**Signal wires by layer**

Only two layers are drawn.
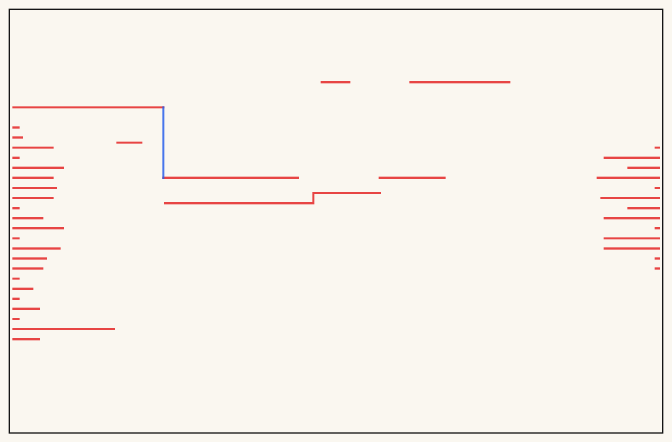
**Track usage over the die**

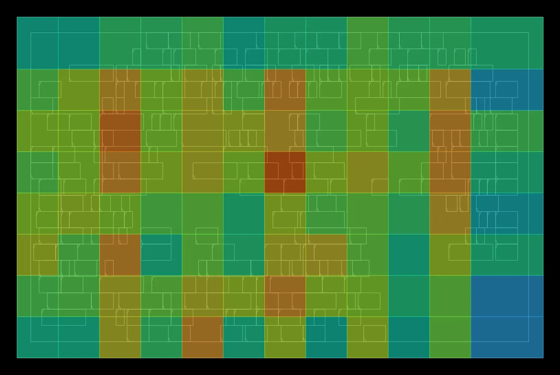
**Metal 3**

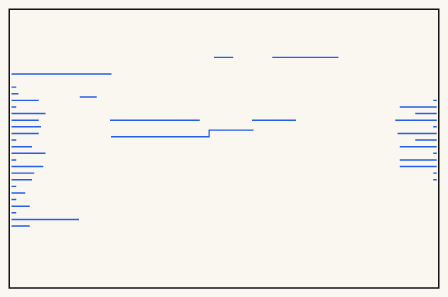
**Where the registers sit**

Other sequential cells in the stronger gray, the rest of the logic in the fainter gray.
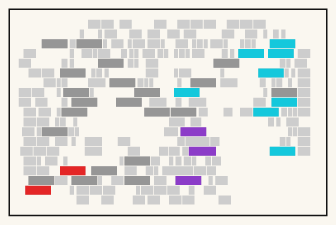
**Ports around the boundary**

Pins as bars across the die edge, other pins in gray.
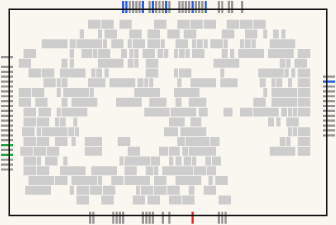
==> config.mk <==
export PLATFORM = sky130hd
export DESIGN_NAME = reg_access_seq_flat
export DESIGN_NICKNAME = d
export VERILOG_FILES = /design/src/rtl/reg_access_seq_pkg.sv /design/src/rtl/reg_access_seq_if.sv /design/src/rtl/reg_access_seq.sv /design/src/flat_wrapper.sv
export SDC_FILE = /design/constraint.sdc
export NUM_CORES = 1
export LEC_CHECK = 0
export ABC_AREA = 0
export CAP_MARGIN = 25
export CORE_AREA = 2 2 86 55
export CTS_BUF_LIST = sky130_fd_sc_hd__clkbuf_8
export CTS_CLUSTER_SIZE = 20
export DETAILED_ROUTE_END_ITERATION = 8
export DIE_AREA = 0 0 88 57
export PLACE_DENSITY = 0.82
export SLEW_MARGIN = 20
export SYNTH_ARGS = -nofsm -noshare
export SYNTH_HDL_FRONTEND = slang
export SYNTH_SLANG_ARGS = --single-unit
==> constraint.sdc <==
create_clock -name clk -period 2.3 [get_ports clk]
set_input_delay 0.69 -clock clk [delete_from_list [all_inputs] [get_ports clk]]
set_output_delay 0.69 -clock clk [all_outputs]
set_load 0.005 [all_outputs]
==> run summary <==
Here are the numbers from the latest Yosys + OpenROAD run.

The flow ran to the end, and the final reports show no timing, DRC or antenna violations. Post-route period utilization is reported as 0.935. The pin count of the biggest net entering global routing came out at 24.

In the final report, the number of hold violations comes to 0. The area of the core came out at between 4000 and 5000 um^2. The largest share of the power goes to registers.

The net count entering floorplan is between 150 and 200. Signal nets in the final route climb as high as met4. The max-slew violation total from the final report came out at 0. The count of non-CTS buffers in the layout is ~84. The number of placed I/O pins is approximately 80. Subtracting the final worst setup slack from the clock period gives approximately 2200 ps. Data arrives at the worst endpoint at roughly 1500 ps. The simple logic cell fraction of the synthesized area is 0.237. The clock tree has to reach 34 sinks. CTS reports a maximum clock tree buffer depth of 2. The number of cells in the yosys synthesis report came out at between 150 and 200.

The number of distinct library cells after synthesis is 25. The area figure in the yosys stat output came out at approximately 1400 um^2. The clock-cell share of area is 0.0408. The static leakage came out at 0.799 nW.

The area of all placed cells without fillers is approximately 2200 um^2. The portion of the post-synthesis area used by sequential elements is 0.486. For reference, the top cells by count after synthesis are sky130_fd_sc_hd__nand2_1 (48), sky130_fd_sc_hd__dfxtp_1 (34), sky130_fd_sc_hd__a21oi_1 (23), sky130_fd_sc_hd__buf_4 (11), sky130_fd_sc_hd__nor2_1 (10). The starting density of the core is 0.326. The library cell used most frequently in the layout, excluding fill and tap cells, is sky130_fd_sc_hd__clkdlybuf4s50_1. The initial antenna violation count came to 0. The met2 track utilization from global routing is 0.228. For this block, wires on met1 add up to approximately 1600 um. The total tool warning count is 26. The internal portion of total power came out at approximately 0.0010 W. The number of search-and-repair iterations in the first detailed-routing pass came out at 4.

The worst relative slew slack is 0.583. The cell area after placement came out at approximately 2100 um^2. The total power divided by cell area came out at 585 nW/um^2. The count of flip-flops and latches is 34.

The depth of the most critical reg-to-reg path is 4. The count of inverters not on the clock network in the layout is 1. The post-CTS setup repair buffer count is 0. Static timing analysis puts the maximum clock frequency at between 400 and 500 MHz. The logic area came out at around 550 um^2.

Compared with the post-synthesis result, the final layout area differs by 59.7%. The area share of the largest cell type after synthesis came out at 0.486. Grouping non-sequential cells by family puts the most area in simple AND/OR/NAND/NOR gates. The slowest stage of the critical path belongs to the cell sky130_fd_sc_hd__clkdlybuf4s50_1.

Per the cell usage report, the commonest logic cells after layout are sky130_fd_sc_hd__clkdlybuf4s50_1 (79), sky130_fd_sc_hd__nand2_1 (48), sky130_fd_sc_hd__dfxtp_1 (33). VDD sags by at most ~0.00028 V. STA classifies the critical path endpoint as a primary output. For the combinational group, total power comes out at ~0.00023 W.

The final setup slack of the worst path came out at between 100 and 150 ps. The part of the power in registers came out at 0.488. Measured against the total synthesized area, the mux share comes to 0.0500.

The power in the clock group is between 0.0004 and 0.0005 W. The clock latency reported for the late side of the worst-skew pair is ~270 ps. The hold path depth came out at 2. The xor/xnor share of the synthesized area came out at 0. The number of nets in the final layout is ~270. The worst hold slack across all endpoints is between 400 and 500 ps. The adder-cell area share of the yosys netlist is 0. The number of max-cap violations came out at 0. The repair_antennas step left the layout with diodes totalling 0. The switching power summed over all nets came out at just over 0.0003 W. Of the total power, the clock network draws 0.334. The number of vias per cell is between 4 and 5. Per STA, the worst path is made up of and3b_2, clkdlybuf4s50_1. The sum of met3 wire segment lengths after detailed routing came out at between 200 and 250 um. The timing report attributes the biggest portion of critical-path delay to buffers and inverters. The number of cells produced by synthesis came out at 162. The fraction of registers with async set/reset is 0. The total of fill cells in the finished design is around 430. Of the total synthesized cell area, the portion taken by AND-OR and OR-AND cells is 0.109.
## Picture notes: 'signal wires by layer'
[metal 3] red | wire length: 236 um
[metal 4] blue | wire length: 9.50 um
average detailed-routed wire length per instance: 11.5 um
combined global-route utilization of all metal layers: 0.145

## Picture notes: 'track usage over the die'
global-route track usage on met3: 0.0492
post-layout utilization of the core: 0.520
met1 Use GR: 0.191
most crowded layer after global routing: met2

## Picture notes: 'metal 3'
longest straight run: 20.2 um
nets with wire on the layer: 40
wire length on this layer: 236 um
vias after detailed routing: 1279
total wirelength of the detailed-routed design: 3380 um

## Picture notes: 'where the registers sit'
[u_core.state_q] purple | placed flops: 3
[u_core.bus.opnd_a] cyan | placed flops: 8
[u_core.bus.rf_add2o] red | placed flops: 2
sequential share of cell area: 0.305
power consumed by sequential cells: 0.000639 W
area taken by flip-flops and latches: 682 um^2

## Picture notes: 'ports around the boundary'
[bus_req_rs2] green | pins: 2 | direction: input | edge: left
[bus_res_valid] red | pins: 1 | direction: input | edge: bottom
[bus_rf_op2] blue | pins: 8 | direction: input | edge: 7 top, 1 right
die outline width: 88 um
number of port buffers: 79

Power and IR drop assume default switching activity.
